[src/rtl/mbldcm_commutator.sv]
// Six-step trapezoidal commutation sequencer for a 3-phase BLDC bridge.
// Routes iPwm to the active high-side gate and inserts all-off dead time at every step change.
module mbldcm_commutator #(
  parameter int unsigned pCounterWidth = 32,
  parameter int unsigned pDeadWidth    = 8
) (
  input  logic                     iClock,
  input  logic                     iReset,
  input  logic                     iEnable,
  input  logic                     iDirection,
  input  logic [pCounterWidth-1:0] iStepPeriod,
  input  logic [pDeadWidth-1:0]    iDeadTime,
  input  logic                     iPwm,
  output logic                     oGateUH,
  output logic                     oGateUL,
  output logic                     oGateVH,
  output logic                     oGateVL,
  output logic                     oGateWH,
  output logic                     oGateWL,
  output logic [2:0]               oStep,
  output logic                     oStepPulse,
  output logic                     oBusy
);

  typedef enum logic [1:0] {
    IDLE = 2'd0,
    DEAD = 2'd1,
    RUN  = 2'd2
  } tState;

  tState                    state, stateNext;
  logic [pCounterWidth-1:0] timer, timerNext;
  logic [pDeadWidth-1:0]    deadCnt, deadNext;
  logic [2:0]               stepNext;
  logic                     pulseNext;
  logic                     periodEnd;
  // Gate vector order: {UH, UL, VH, VL, WH, WL}
  logic [5:0]               gates, gatesNext;

  // State and output registers
  always_ff @(posedge iClock or posedge iReset) begin
    if (iReset) begin
      state      <= IDLE;
      timer      <= '0;
      deadCnt    <= '0;
      oStep      <= 3'd0;
      oStepPulse <= 1'b0;
      oBusy      <= 1'b0;
      gates      <= 6'd0;
    end else begin
      state      <= stateNext;
      timer      <= timerNext;
      deadCnt    <= deadNext;
      oStep      <= stepNext;
      oStepPulse <= pulseNext;
      oBusy      <= (stateNext != IDLE);
      gates      <= gatesNext;
    end
  end

  // Compare with >= so a period lowered below the running timer commutes at once
  assign periodEnd = (iStepPeriod != '0) && (timer >= (iStepPeriod - pCounterWidth'(1)));

  // Next-state, timer, dead counter and step sequencing; disable wins over commutation
  always_comb begin
    stateNext = state;
    timerNext = timer;
    deadNext  = deadCnt;
    stepNext  = oStep;
    pulseNext = 1'b0;
    if (!iEnable) begin
      stateNext = IDLE;
      timerNext = '0;
      deadNext  = '0;
    end else begin
      case (state)
        IDLE: begin
          timerNext = '0;
          deadNext  = iDeadTime;
          stateNext = (iDeadTime == '0) ? RUN : DEAD;
        end
        DEAD: begin
          timerNext = '0;
          deadNext  = deadCnt - pDeadWidth'(1);
          if (deadCnt <= pDeadWidth'(1)) begin
            stateNext = RUN;
            deadNext  = '0;
          end
        end
        RUN: begin
          if (iStepPeriod == '0) begin
            timerNext = '0;
          end else if (periodEnd) begin
            if (iDirection) stepNext = (oStep == 3'd0) ? 3'd5 : oStep - 3'd1;
            else            stepNext = (oStep == 3'd5) ? 3'd0 : oStep + 3'd1;
            pulseNext = 1'b1;
            timerNext = '0;
            deadNext  = iDeadTime;
            stateNext = (iDeadTime == '0) ? RUN : DEAD;
          end else begin
            timerNext = timer + pCounterWidth'(1);
          end
        end
        default: stateNext = IDLE;
      endcase
    end
  end

  // Commutation table: high phase follows iPwm, low phase held on, third phase floats
  always_comb begin
    gatesNext = 6'd0;
    if (iEnable && (state == RUN)) begin
      case (oStep)
        3'd0: begin gatesNext[5] = iPwm; gatesNext[2] = 1'b1; end
        3'd1: begin gatesNext[5] = iPwm; gatesNext[0] = 1'b1; end
        3'd2: begin gatesNext[3] = iPwm; gatesNext[0] = 1'b1; end
        3'd3: begin gatesNext[3] = iPwm; gatesNext[4] = 1'b1; end
        3'd4: begin gatesNext[1] = iPwm; gatesNext[4] = 1'b1; end
        3'd5: begin gatesNext[1] = iPwm; gatesNext[2] = 1'b1; end
        default: gatesNext = 6'd0;
      endcase
    end
  end

  assign oGateUH = gates[5];
  assign oGateUL = gates[4];
  assign oGateVH = gates[3];
  assign oGateVL = gates[2];
  assign oGateWH = gates[1];
  assign oGateWL = gates[0];

endmodule
[config.mk]
export PLATFORM = sky130hd
export DESIGN_NAME = mbldcm_commutator
export DESIGN_NICKNAME = d
export VERILOG_FILES = /design/src/rtl/mbldcm_commutator.sv
export SDC_FILE = /design/constraint.sdc
export NUM_CORES = 1
export LEC_CHECK = 0
export CAP_MARGIN = 20
export CORE_MARGIN = 4
export CORE_UTILIZATION = 55
export CTS_BUF_LIST = sky130_fd_sc_hd__clkbuf_8
export CTS_CLUSTER_SIZE = 14
export DETAILED_ROUTE_END_ITERATION = 8
export PLACE_DENSITY = 0.85
export SKIP_CTS_REPAIR_TIMING = 1
export SYNTH_ARGS = -nofsm -noshare
export SYNTH_HDL_FRONTEND = slang
export SYNTH_SLANG_ARGS = --single-unit
[constraint.sdc]
create_clock -name iClock -period 3.3 [get_ports iClock]
set_clock_uncertainty 0.1 [all_clocks]
set_input_delay 0.66 -clock iClock [delete_from_list [all_inputs] [get_ports iClock]]
set_output_delay 0.66 -clock iClock [all_outputs]
set_load 0.05 [all_outputs]
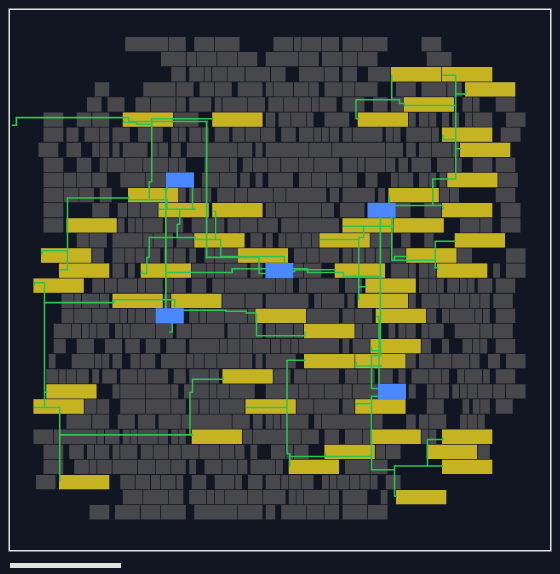
Figure 1: run 1, routed clock nets over the placement.
Bar = 20 um.
- flip-flops: yellow (count 53)
- clock drivers: blue (count 5)
- clock wires: green (length 723 um)
- flops lie: widely spread
- routed clock nets: 6

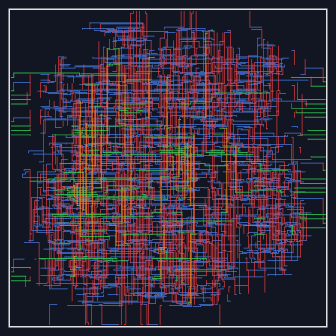
Figure 2: run 1, routed metal, one colour a layer.
- metal 3: green (wire length 1,110 um)
- metal 1: blue (wire length 5,630 um)
- metal 4: orange (wire length 628 um)
- metal 2: red (wire length 6,990 um)
total track usage: 23.7%
routed via count: 4,885
WL/cell: 18.9 um

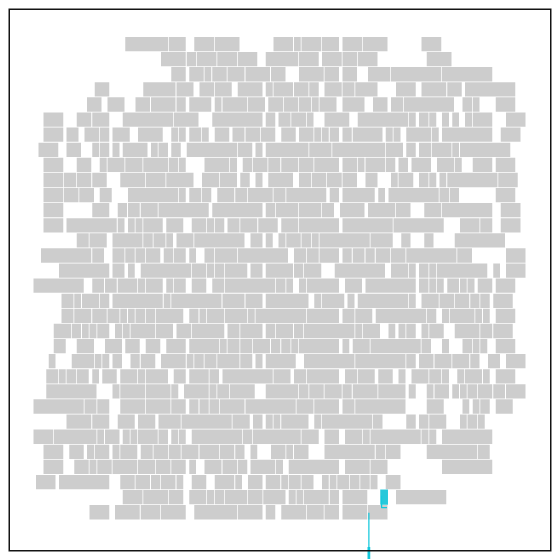
Figure 3: run 1, wires at chosen ports, followed through buffers.
- `iReset`: cyan (bits 1; direction input; edge bottom; end cells 1; buffers 1; wire 9.20 um)

==> run 1: worst max-delay path, stage by stage <==
cell	delay (ns)
sky130_fd_sc_hd__buf_6	0.09
sky130_fd_sc_hd__or4_4	0.55
sky130_fd_sc_hd__nor4_4	0.20
sky130_fd_sc_hd__nand2_2	0.12
sky130_fd_sc_hd__or3_4	0.38
sky130_fd_sc_hd__nor2_4	0.17
sky130_fd_sc_hd__nand2_1	0.09
sky130_fd_sc_hd__xor2_1	0.15
sky130_fd_sc_hd__ha_1	0.32
sky130_fd_sc_hd__buf_4	0.14
sky130_fd_sc_hd__buf_4	0.13
sky130_fd_sc_hd__a21oi_1	0.21
sky130_fd_sc_hd__o21ai_1	0.12
sky130_fd_sc_hd__nand2b_1	0.17
sky130_fd_sc_hd__nand3_2	0.13
sky130_fd_sc_hd__a211oi_4	0.20
sky130_fd_sc_hd__buf_6	0.17
sky130_fd_sc_hd__buf_6	0.13
sky130_fd_sc_hd__clkbuf_16	0.14
sky130_fd_sc_hd__buf_6	0.11
sky130_fd_sc_hd__a31oi_4	0.07
sky130_fd_sc_hd__a31oi_1	0.23
==> run 1: Yosys cell counts (3+ instances only) <==
master,number,area share (%)
sky130_fd_sc_hd__ha_1,39,11
sky130_fd_sc_hd__o21ai_0,19,2.2
sky130_fd_sc_hd__o31ai_1,3,0.51
sky130_fd_sc_hd__o21ai_1,11,1.3
sky130_fd_sc_hd__buf_2,4,0.46
sky130_fd_sc_hd__and3_1,8,1.1
sky130_fd_sc_hd__and2_1,3,0.43
sky130_fd_sc_hd__xor2_1,13,2.6
sky130_fd_sc_hd__nand2_1,74,6.3
sky130_fd_sc_hd__inv_1,17,1.5
sky130_fd_sc_hd__nor4_1,13,1.9
sky130_fd_sc_hd__nand4_1,8,1.1
sky130_fd_sc_hd__nor2_1,47,4.0
sky130_fd_sc_hd__nand2b_1,11,1.6
sky130_fd_sc_hd__nor3_1,18,2.1
sky130_fd_sc_hd__a31oi_1,24,3.4
sky130_fd_sc_hd__nand3b_1,3,0.51
sky130_fd_sc_hd__a21o_1,4,0.69
sky130_fd_sc_hd__buf_6,3,0.77
sky130_fd_sc_hd__and4_1,3,0.60
sky130_fd_sc_hd__nor4_4,3,1.5
sky130_fd_sc_hd__xnor2_1,24,4.8
sky130_fd_sc_hd__dfrtp_1,53,30
sky130_fd_sc_hd__a21oi_1,35,4.0
sky130_fd_sc_hd__mux2i_1,3,0.69
sky130_fd_sc_hd__nand3_1,24,2.7
sky130_fd_sc_hd__a22o_1,7,1.4
sky130_fd_sc_hd__clkbuf_1,11,0.94
==> run 1: cell type report <==
| type | count | area [sq um] |
|---|---|---|
| repair buffers | 142 | 1350 |
| well taps | 102 | 128 |
| multi-input cells | 439 | 3130 |
| clock inverters | 3 | 25.0 |
| inverters | 17 | 68.8 |
| fillers | 440 | 1620 |
| flip-flops and latches | 53 | 1330 |
| clock buffers | 5 | 68.8 |
==> run 1: through the flow <==
step | util, % | power, mW
global placement | 71.0 | 1.25
floorplan | - | 1.07
finish | 79.0 | 1.80
detailed placement | 71.0 | 1.28
CTS | 72.3 | 1.67
global route | 79.0 | 1.88
==> summary.txt, run 1 <==
flow finished, numbers: part of the Yosys area used for sequential elements between 30 and 40%, clock tree from TritonCTS done, register containing the most flip-flops in the final layout timer, first-pass GRT wire length slightly below 20,000 um, Reg-to-Reg Start timer[7], worst max-slew margin expressed relative to the limit a little over two fifths, Switching Power roughly 0.64 mW, final net count about 740, DRC violation total after the first TritonRoute iteration 496, setup repair after global routing missed its margin yes, chip area from the yosys synthesis statistics 4380 sq um, remaining antenna violation count after routing 0, synthesized net count between 600 and 700, maximum level of the CTS H-tree 2, number of flip-flops in the largest register 32, Gate Count Post-Synth ~530, met2 wire length 6990 um, Sequential Power ~0.74 mW, DRC viols 0, Min-Delay Endpoint deadCnt[6], Max IR drop VDD between 150 and 200 uV, switching share of power between 30% and 40%, Worst EP required 3.42 ns, post-synthesis async set-or-reset flop share 100%, chip area 9460 sq um, Post-synth regs approximately 53, CP endpoint timer[31], highest routed layer met4, Achievable Freq ~220 MHz, CTS Sinks about 53, class of the most critical setup path in -> reg, height of the die about 97 um, worst hold margin around 0.45 ns, power consumed by combinational cells between 0.6 and 0.7 mW, layer with the highest usage met2, ratio of cells with drive above 1 in the final layout between 20 and 25%, xor/xnor cell area share of the yosys netlist roughly 7.4%, power density normalized to cell area 295 nW/um^2, Worst Reg-to-Reg Cells 12, drt via density ~6.4, top flip-flop cell by instance count after synthesis sky130_fd_sc_hd__dfrtp_1, largest registers timer (32), deadCnt (8), gates (6), Sequential Power Share 41.2%, post-layout instance area roughly 6000 sq um, Area Growth Syn to Fin 39.3%, largest net degree at the start of global routing roughly 54, data arrival time at the worst-slack endpoint 4.67 ns, core area 7730 sq um, clock-net power 0.404 mW, Dominant comb cell simple AND/OR/NAND/NOR gates, most common cell after layout, fill and taps aside sky130_fd_sc_hd__nand2_1, total count of max-transition violations in the final report 0, Max FO, Critical Path 6, flip-flops with a built-in enable 0, post-placement cell count about 730, startpoint kind of the worst setup timing path input pin, Hold Path Cell Cnt 2, routed metal-1 wire length 5630 um, total detailed-routing wirelength between 10,000 and 15,000 um, Post-Synth Simple-Gate Area ~29%, met1 Usage GRT between 20 and 30%, most frequent cells in the layout sky130_fd_sc_hd__nand2_1, sky130_fd_sc_hd__buf_4, sky130_fd_sc_hd__dfrtp_1, shortest period the worst path allows about 4.5 ns, number of library cell types mapped by synthesis about 66, clock tree buffer depth 2, RePlAce Congestion ~0.9, outcome finished, violations left, ys cells roughly 530, fa+ha+maj area frac approximately 11%, number of iterations in the first detailed-routing pass 5, number of cells in the finished layout apart from fillers between 700 and 800, Min-Delay Path Class reg -> reg, destination of the worst register-to-register timing path timer[31], met2 usage between 40% and 50%, number of max-capacitance violations reported 0, Internal between 1 and 1.5 mW, count of standard-cell rows 32, endpoints failing hold 0, Synth Cell Area 4380 sq um, Finish-stage setup viols 46, Clk pwr share 22.5%, least setup slack across all paths after layout -1.24 ns, actual transition at the worst max-transition pin between 0.8 and 0.9 ns, clock network latency to the later pin of the worst-skew pair 0.32 ns, reg2reg setup slack 0.19 ns, GRT Residual Overflow 0, LEAKAGE about 2.6 nW, failing checks setup timing, number of placed I/O pins 56, count of input and output buffers 55, length of routed met3 wiring 1110 um, library cell used as clock root buffer sky130_fd_sc_hd__clkbuf_8, clock-pin slew reported for the worst setup and hold paths after clock tree synthesis 0.11 ns, vias in the first global route roughly 4,400, antenna violations before repair 0, Die Wd 97.3 um, warnings from Yosys 0, Tcrit/Tclk final 138%, Comb pwr share a little over a third, Post-Synthesis Mean Instance Area just over 8 sq um, initial core utilization a little under three fifths, half-perimeter wire length of the detailed placement result ~8600 um, multiplexer area fraction after synthesis less than 1%, met3 layer usage reported by global route between 3 and 4%, Complex Gates by Area 17.8%, capturing element type of the critical path flip-flop, count of tool warnings 30, Post-DP Area about 5500 sq um, final sum of negative setup slack -46.69 ns, dominant power group sequential cells, number of diodes 0, CTS buffer count 5, worst setup path startpoint iStepPeriod[2], worst-case setup slack after placement -1.51 ns, startpoint of the worst hold path deadCnt[6]
==> inputs of run 2 (changes only) <==
Settings changed: CTS_CLUSTER_DIAMETER from default to 200, SLEW_MARGIN from default to 30.
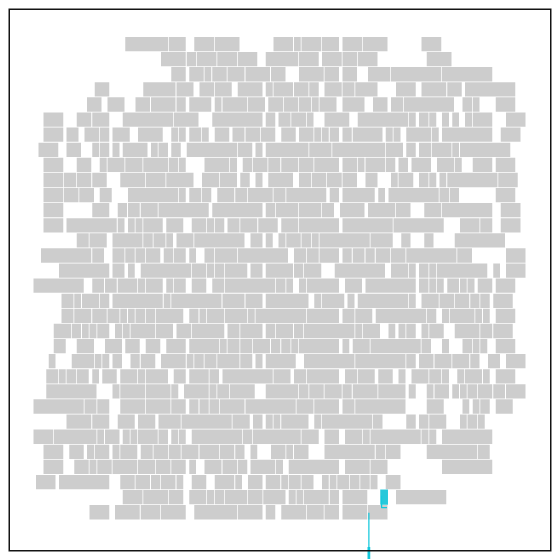
Figure 4: run 2, wires at chosen ports, followed through buffers.
- `iReset`: cyan (bits 1; direction input; edge bottom; end cells 1; buffers 1; wire 9.20 um)
number of placed I/O pins: 56
count of input and output buffers: 55

==> summary.txt, run 2 <==
flow finished, numbers: number of iterations in the first detailed-routing pass 5 (unchanged), antenna violations before repair 0 (unchanged), initial core utilization 56.7% (unchanged), half-perimeter wire length of the detailed placement result 8630 um (unchanged), synthesized net count 612 (unchanged), data arrival time at the worst-slack endpoint 4.67 ns (about the same), worst-case setup slack after placement -1.51 ns (unchanged), outcome finished, violations left (unchanged), number of max-capacitance violations reported 0 (unchanged), shortest period the worst path allows 4.54 ns (unchanged), total track usage 23.7% (unchanged), Area Growth Syn to Fin 39.3% (unchanged), actual transition at the worst max-transition pin 0.855 ns (unchanged), power density normalized to cell area 295 nW/um^2 (unchanged), post-layout instance area 6100 sq um (unchanged), flip-flops with a built-in enable 0 (unchanged), Achievable Freq 220 MHz (unchanged), DRC viols 0 (unchanged), largest net degree at the start of global routing 54 (unchanged), clock tree from TritonCTS done (unchanged), Gate Count Post-Synth 528 (unchanged), top area cells in the synthesized netlist sky130_fd_sc_hd__dfrtp_1, sky130_fd_sc_hd__ha_1, sky130_fd_sc_hd__nand2_1 (unchanged), clock-pin slew reported for the worst setup and hold paths after clock tree synthesis 0.11 ns (about the same), Post-DP Area 5490 sq um (unchanged), capturing element type of the critical path flip-flop (unchanged), least setup slack across all paths after layout -1.24 ns (unchanged), number of diodes 0 (unchanged), most common cell after layout, fill and taps aside sky130_fd_sc_hd__nand2_1 (unchanged), endpoints failing hold 0 (unchanged), DRC violation total after the first TritonRoute iteration 496 (unchanged), register containing the most flip-flops in the final layout timer (unchanged), Worst EP required 3.42 ns (about the same), total count of max-transition violations in the final report 0 (unchanged), Tcrit/Tclk final 138% (unchanged), chip area from the yosys synthesis statistics 4380 sq um (unchanged), Post-synth regs 53 (unchanged), startpoint kind of the worst setup timing path input pin (unchanged), Synth Cell Area 4380 sq um (unchanged), LEAKAGE 2.65 nW (unchanged), count of standard-cell rows 32 (unchanged), cell type contributing the most total cell area after synthesis sky130_fd_sc_hd__dfrtp_1 (unchanged), part of the Yosys area used for sequential elements 30.3% (unchanged), core area 7730 sq um (unchanged), worst hold margin 0.450 ns (unchanged), final net count 742 (unchanged), top flip-flop cell by instance count after synthesis sky130_fd_sc_hd__dfrtp_1 (unchanged), RePlAce Congestion 0.905 (unchanged), post-synthesis async set-or-reset flop share 100% (unchanged), library cell used as clock root buffer sky130_fd_sc_hd__clkbuf_8 (unchanged), ratio of cells with drive above 1 in the final layout 24.6% (unchanged), GRT Residual Overflow 0 (unchanged), clock network latency to the later pin of the worst-skew pair 0.32 ns (about the same), Layout Utilization 79.0% (unchanged), largest registers timer (32), deadCnt (8), gates (6) (unchanged), drt via density 6.42 (unchanged), Finish-stage setup viols 46 (unchanged), portion of synthesized cell area occupied by the leading cell type 30.3% (unchanged), number of library cell types mapped by synthesis 66 (unchanged), worst max-slew margin expressed relative to the limit 42.8% (unchanged), first-pass GRT wire length 19,200 um (unchanged), total detailed-routing wirelength 14,400 um (unchanged), most frequent cells in the layout sky130_fd_sc_hd__nand2_1, sky130_fd_sc_hd__buf_4, sky130_fd_sc_hd__dfrtp_1 (unchanged), number of flip-flops in the largest register 32 (unchanged), top cells by instance count after synthesis sky130_fd_sc_hd__nand2_1, sky130_fd_sc_hd__dfrtp_1, sky130_fd_sc_hd__nor2_1 (unchanged), Post-Synthesis Mean Instance Area 8.30 sq um (unchanged), setup repair after global routing missed its margin yes (unchanged), maximum level of the CTS H-tree 2 (unchanged), Min-Delay Path Class reg -> reg (unchanged), overall power consumption 1.80 mW (unchanged), remaining antenna violation count after routing 0 (unchanged), filler cell count in the final layout 440 (unchanged), ys cells 528 (unchanged), clock tree buffer depth 2 (unchanged), CTS buffer count 5 (unchanged), vias in the first global route 4,371 (unchanged), height of the die 97.3 um (unchanged), count of tool warnings 30 (unchanged), routed via count 4,885 (unchanged), WL/cell 18.9 um (unchanged), Max IR drop VDD 165 uV (unchanged), CTS Sinks 53 (unchanged), Die Wd 97.3 um (unchanged), Max FO, Critical Path 6 (unchanged), failing checks setup timing (unchanged), warnings from Yosys 0 (unchanged), chip area 9460 sq um (unchanged), leading cell type by number of instances after synthesis sky130_fd_sc_hd__nand2_1 (unchanged), class of the most critical setup path in -> reg (unchanged)
==> run 2: cell counts after synthesis <==
No cell type changed its count.
==> run 2: metal layers <==
metal,vias up,part of all wire (%),track usage (%)
li1,2183,-,-
met5,-,0,0
met3,73,7.7,3.88
met1,2322,39,29.4
met4,0,4.4,8.41
met2,307,49,41.5
==> run 2: stage by stage <==
step / std cells / TNS (ns)
final: 761 / -46.69
after global routing: 761 / -52.66
after CTS: 739 / -48.90
after detailed placement: 731 / -64.21
after global placement: 731 / -57.93
after floorplan: 528 / -31.44
==> run 2: where the power goes <==
part / internal, mW / leakage (nW) / switching [mW]
Combinational: 0.320 / 1.88 / 0.334
Sequential: 0.685 / 0.723 / 0.0554
Clock: 0.154 / 0.0447 / 0.250
==> run 2: layout make-up <==
cell class              count  area [sq um]  share of cell area, %
inverters                  17          68.8                   1.13
flip-flops and latches     53          1330                   21.7
well taps                 102           128                   2.09
multi-input cells         439          3130                   51.4
repair buffers            142          1350                   22.2
clock inverters             3          25.0                  0.410
clock buffers               5          68.8                   1.13
==> run 2: final timing paths <==
| check | from | to | slack, ns | depth (start not counted) |
|---|---|---|---|---|
| worst max register to register | timer[7] | timer[31] | 0.19 | 12 |
| worst min register to register | deadCnt[6] | deadCnt[6] | 0.45 | 2 |
| min in group asynchronous | iReset | deadCnt[4] | 0.74 | 3 |
| max in group asynchronous | iReset | timer[16] | 1.90 | 3 |
| worst max-delay path | iStepPeriod[2] | timer[31] | -1.24 | 22 |
| worst min-delay path | deadCnt[6] | deadCnt[6] | 0.45 | 2 |
==> run 2: kinds of logic after synthesis <==
family | Yosys count | synth area share, %
flops | 53 | 30.3
buf+inv | 36 | 3.80
simple gates | 236 | 28.6
mux | 4 | 0.942
fa+ha+maj | 39 | 11.1
xor+xnor | 37 | 7.40
compound gates | 123 | 17.8
==> run 2: critical path, stage by stage <==
cell,delay (ns)
sky130_fd_sc_hd__buf_6,0.09
sky130_fd_sc_hd__or4_4,0.55
sky130_fd_sc_hd__nor4_4,0.20
sky130_fd_sc_hd__nand2_2,0.12
sky130_fd_sc_hd__or3_4,0.38
sky130_fd_sc_hd__nor2_4,0.17
sky130_fd_sc_hd__nand2_1,0.09
sky130_fd_sc_hd__xor2_1,0.15
sky130_fd_sc_hd__ha_1,0.32
sky130_fd_sc_hd__buf_4,0.14
sky130_fd_sc_hd__buf_4,0.13
sky130_fd_sc_hd__a21oi_1,0.21
sky130_fd_sc_hd__o21ai_1,0.12
sky130_fd_sc_hd__nand2b_1,0.17
sky130_fd_sc_hd__nand3_2,0.13
sky130_fd_sc_hd__a211oi_4,0.20
sky130_fd_sc_hd__buf_6,0.17
sky130_fd_sc_hd__buf_6,0.13
sky130_fd_sc_hd__clkbuf_16,0.14
sky130_fd_sc_hd__buf_6,0.11
sky130_fd_sc_hd__a31oi_4,0.07
sky130_fd_sc_hd__a31oi_1,0.23
No activity file was given, so power comes from the tool's default toggle rates.
